<file path="src/rtl/id_issue_ctrl.sv">
// ID/EX issue controller: owns the ID/EX pipeline register, inserts bubble trains
// after link and multi-cycle instructions, and stalls on load-use hazards.
module id_issue_ctrl #(
   parameter int PAYLOAD_W    = 64,
   parameter int REG_AW       = 5,
   parameter int LINK_BUBBLES = 2,
   parameter int MUL_BUBBLES  = 9,
   parameter int CNT_W        = 4
) (
   input  logic                 clk,
   input  logic                 rst_n,
   input  logic                 hold,
   input  logic                 flush,
   input  logic                 id_valid,
   input  logic [PAYLOAD_W-1:0] id_payload,
   input  logic [1:0]           id_class,
   input  logic [REG_AW-1:0]    id_rs,
   input  logic [REG_AW-1:0]    id_rt,
   input  logic                 id_uses_rs,
   input  logic                 id_uses_rt,
   input  logic [REG_AW-1:0]    id_dest,
   input  logic                 id_dest_we,
   input  logic                 id_is_load,
   output logic                 ex_valid,
   output logic [PAYLOAD_W-1:0] ex_payload,
   output logic [REG_AW-1:0]    ex_dest,
   output logic                 ex_dest_we,
   output logic                 ex_is_load,
   output logic                 stall_if,
   output logic [CNT_W-1:0]     bubble_cnt
);

   // Handshake: the instruction in ID is consumed on an edge where hold=0 and
   // stall_if=0 (issued, or discarded if flush/id_valid=0); while stall_if=1 the
   // IF/ID stage must keep presenting the same instruction.

   // State is carried by bubble_cnt: zero means ISSUE, non-zero means DRAIN.
   typedef enum logic {ST_ISSUE, ST_DRAIN} state_t;

   state_t               state;
   logic                 lu_hazard;
   logic                 ex_valid_n;
   logic [PAYLOAD_W-1:0] ex_payload_n;
   logic [REG_AW-1:0]    ex_dest_n;
   logic                 ex_dest_we_n;
   logic                 ex_is_load_n;
   logic [CNT_W-1:0]     cnt_n;

   assign state = (bubble_cnt != '0) ? ST_DRAIN : ST_ISSUE;

   // Register 0 is hardwired, so a load targeting it never creates a dependency.
   assign lu_hazard = ex_valid & ex_is_load & ex_dest_we & (ex_dest != '0) & id_valid &
                      ((id_uses_rs & (id_rs == ex_dest)) | (id_uses_rt & (id_rt == ex_dest)));

   assign stall_if = hold | (~flush & ((state == ST_DRAIN) | lu_hazard));

   always_comb begin
      ex_valid_n   = ex_valid;
      ex_payload_n = ex_payload;
      ex_dest_n    = ex_dest;
      ex_dest_we_n = ex_dest_we;
      ex_is_load_n = ex_is_load;
      cnt_n        = bubble_cnt;
      if (!hold) begin
         ex_valid_n   = 1'b0;
         ex_payload_n = '0;
         ex_dest_n    = '0;
         ex_dest_we_n = 1'b0;
         ex_is_load_n = 1'b0;
         if (flush) begin
            cnt_n = '0;
         end else if (state == ST_DRAIN) begin
            cnt_n = bubble_cnt - CNT_W'(1);
         end else if (!lu_hazard && id_valid) begin
            ex_valid_n   = 1'b1;
            ex_payload_n = id_payload;
            ex_dest_n    = id_dest;
            ex_dest_we_n = id_dest_we;
            ex_is_load_n = id_is_load;
            case (id_class)
               2'b01:   cnt_n = CNT_W'(LINK_BUBBLES);
               2'b10:   cnt_n = CNT_W'(MUL_BUBBLES);
               default: cnt_n = '0;
            endcase
         end
      end
   end

   always_ff @(posedge clk or negedge rst_n) begin
      if (!rst_n) begin
         ex_valid   <= 1'b0;
         ex_payload <= '0;
         ex_dest    <= '0;
         ex_dest_we <= 1'b0;
         ex_is_load <= 1'b0;
         bubble_cnt <= '0;
      end else begin
         ex_valid   <= ex_valid_n;
         ex_payload <= ex_payload_n;
         ex_dest    <= ex_dest_n;
         ex_dest_we <= ex_dest_we_n;
         ex_is_load <= ex_is_load_n;
         bubble_cnt <= cnt_n;
      end
   end

endmodule
</file>
<file path="config.mk">
export PLATFORM = sky130hd
export DESIGN_NAME = id_issue_ctrl
export DESIGN_NICKNAME = d
export VERILOG_FILES = /design/src/rtl/id_issue_ctrl.sv
export SDC_FILE = /design/constraint.sdc
export NUM_CORES = 1
export LEC_CHECK = 0
export ABC_AREA = 1
export CAP_MARGIN = 20
export CORE_ASPECT_RATIO = 1.25
export CORE_MARGIN = 3
export CORE_UTILIZATION = 37
export DETAILED_ROUTE_END_ITERATION = 8
export GPL_TIMING_DRIVEN = 0
export PLACE_DENSITY = 0.76
export RECOVER_POWER = 100
export SETUP_SLACK_MARGIN = 0.5
export SYNTH_ARGS = -nofsm -noshare
export SYNTH_HDL_FRONTEND = slang
export SYNTH_SLANG_ARGS = --single-unit
</file>
<file path="constraint.sdc">
create_clock -name clk -period 1.4 [get_ports clk]
set_input_delay 0.14 -clock clk [delete_from_list [all_inputs] [get_ports clk]]
set_output_delay 0.14 -clock clk [all_outputs]
set_load 0.02 [all_outputs]
</file>
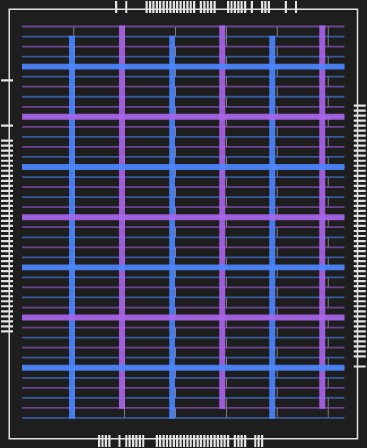
(images/floorplan.png)
Pins as bars on the die edge. Tap cells in grey.
VSS: in blue. VDD: in purple.
123 tap cells. 40 met1 rails follow the rows. The core has 39 rows. 167 signal pins sit on the boundary. 7 straps on met5.
Die Y-Extent: 116.0 um
Core ar.: 9271 um^2
die width: 93.99 um

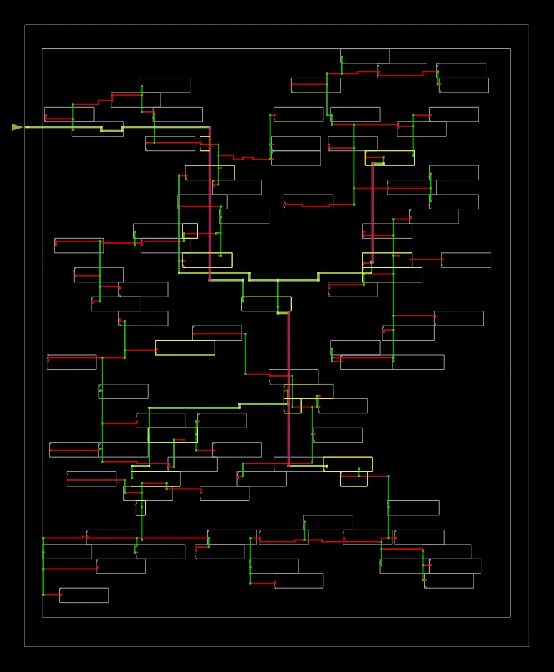
(images/clock_nets.png)
Clk. pwr: 2520 uW
later-pin clock latency in the skew report: 0.33 ns

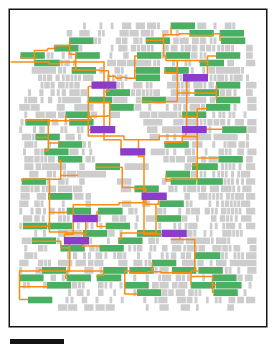
(images/clock_wires.png)
Bar = 20 um.
clock-net drivers: in purple, count 9. clock wires: in orange, length 975 um. flip-flops: in green, count 76.
There are 10 routed clock nets.

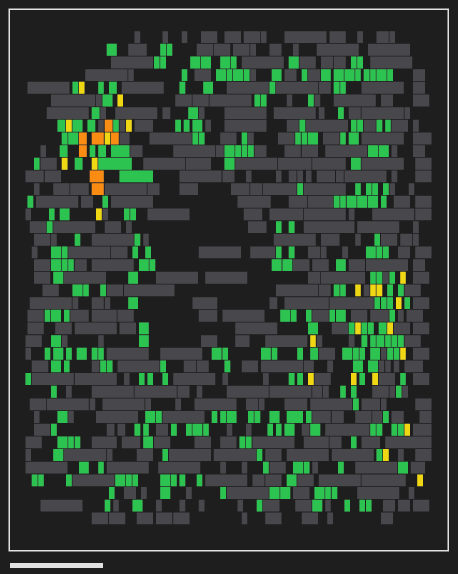
(images/gates.png)
Bar = 20 um.
inv cells: in yellow, cells 23. aoi and oai cells: in orange, cells 7, where upper left. nand cells: in green, cells 270, where all over the die.

==> flip-flops by register name (all words and copies together) (netlist names) <==
name / cells
ex_dest: 5
ex_is_load: 1
ex_dest_we: 1
bubble_cnt: 4
ex_valid: 1
ex_payload: 64
==> kinds of logic after synthesis <==
logic type      count (synthesis)  synth area share (%)
flops                          76                 53.11
compound gates                  7                 1.118
buf+inv                        53                 9.574
simple gates                  287                 35.85
fa+ha+maj                       1                0.3494
==> repair_timing <==
action                                  4_1_cts  5_1_grt
pin swaps                                     7       13
hold buffers                                  1        0
endpoints found under the hold margin        76        0
cloned                                        0        7
resized                                     471       15
endpoints found under the setup margin      153      153
buffers inserted                             28       26
==> reports/results.ini <==
[yosys]
top_cell_area_share_pct=53.11
ys_chip_area_um2=3581
ys_top_cells_by_count=186 x nand2_1, 76 x dfrtp_1, 72 x nand4_1, 20 x inv_1, 15 x nor2_1
edf_count=0
fp_nets=515
syn_area_um2=3581
yosys-top-cells-area=dfrtp_1 53%, nand2_1 19%, nand4_1 13%
synthCells=424
numSynthFlops=76
yosysTopAreaCell=dfrtp_1
yosys_warnings=0
synth-seq-area-share_pct=53.11
ys_cells=424
ys_types=20
synth-async-reset-ratio_pct=100.0
postSynthAreaPerCell_um2=8.446
ff_type=dfrtp_1
synth_top_cell_by_count=nand2_1

[routing]
num_vias=3989
topRoutingLayerUsed=met4
wl_per_cell_um=16.05
drc=0
avgViaCountPerCell=5.037
wl_met2_um=6357
ant_nets=0
dr.first_iter.drc_count=160
met1_length_um=5192
wl_met3_um=949
wl_um=12710
dr.pass1.iters=4

[global_route]
antenna_found_initial=0
grt.busiest_layer=met2
grt_use_total_pct=21.98
overflow=0
grt_start_max_net_pins=65
met3_usage_pct=6.234
gr-usage-met2_pct=37.00
use_met1_pct=27.13
grt_pass1_vias=3911
grt_first_pass_wirelength_um=18870

[finish]
synthToLayoutAreaGrowth_pct=69.57
clkbuf_count=10
logic_gate_count=295
drive_gt1_share_pct=19.88
final-nonclk-buf-share_pct=35.90
fin_cells=792
buffers=259
largest_class=buffers
flops=76
fill_cells=797
seq_share_pct=31.44
comb_share_pct=23.35
regArea_um2=1909
layout_top_cell=nand2_1
nonClockInverterCount=23
diodes=0
fin_nets=755
final-clk-cell-share_pct=5.358
logic_area_um2=1418
finalInstanceArea_um2=6072
fin_util_pct=65.49
final_cell_mix=178 x nand2_1, 88 x clkdlybuf4s50_1, 81 x clkbuf_1

[final_timing]
max_freq_mhz=532.4
rsz0062_at_grt=true
maxSlewHeadroom_pct=43.55
drv_slew=0
fin_worst_skew_ns=0.009325
whs_ns=0.3674
final_hold_viol_count=0
fin_crit_sh_pct=134.2
setup_viol=77
worstMarginPinSlew_ns=0.8468
post-route-min-period_ns=1.878
setup-tns-final_ns=-32.50
setup_ws_ns=-0.4783

[pwr]
peakVddDrop_mv=0.8192
internal_power_uw=5269
p_seq_uw=2730
combinationalPower_uw=2760
total_power_uw=8010
p_sw_share_pct=34.22
comb_power_share_pct=34.4
pwr-share-clk_pct=31.5
switchingPower_uw=2741
p_per_area_nw_per_um2=1319
p_seq_share_pct=34.1
power-top-group=combinational cells

[worst_setup_path]
endpoint_kind=output port
worst_ep_arrival_time_ns=1.74
cp_top_family=simple AND/OR/NAND/NOR gates
slowest_delay_ns=0.41
timing.rr.start=ex_dest[4]$_DFFE_PN0N_
path_depth=10
path_common_cell=nand2_1
start_kind=flop
reg2reg_depth=14
cp_slowest_cell=dfrtp_2
cp.required_ns=1.26
setup.worst_path.start=ex_dest[4]$_DFFE_PN0N_
crit_end=stall_if
critPathMaxFanout=5
crit_chain=inv_2, nand2_1, nand2_1, nor2_1, nand3_1, nand2_1, nand2_2, buf_12, o211ai_1, buf_4
rrSetupSlack_ns=-0.47
critical_path_buf_inv_count=3
critPathKind=reg -> out

[run_status]
violations=setup timing
outcome=finished, violations left

[placement]
port-buffer-count=166
dp_cells=714
post-place-ws_ns=-0.8948
dp_hpwl_um=8283
placed_area_um2=5469
globalplace.congestion=0.8544

[clocking]
clk_pin_slew_ns=0.06
clock_sinks=76
cts.path.max_buffers=2
htreeDepth=3
clock-root-buffer=clkbuf_16
cts_tree=done
cts_buffers=9

[job]
tool_warnings=29
maxCapViolCount=0

[floorplanning]
tapCellCount=123
chipArea_um2=10900
initial_core_util_pct=38.62
placementRows=39
num_io_pins=167

[min_path]
min-delay-start=id_payload[21]
hold_path_end=ex_payload[21]$_DFFE_PN0N_
holdCritPathClass=in -> reg
min_path_cells=3

No activity file was given, so power comes from the tool's default toggle rates.
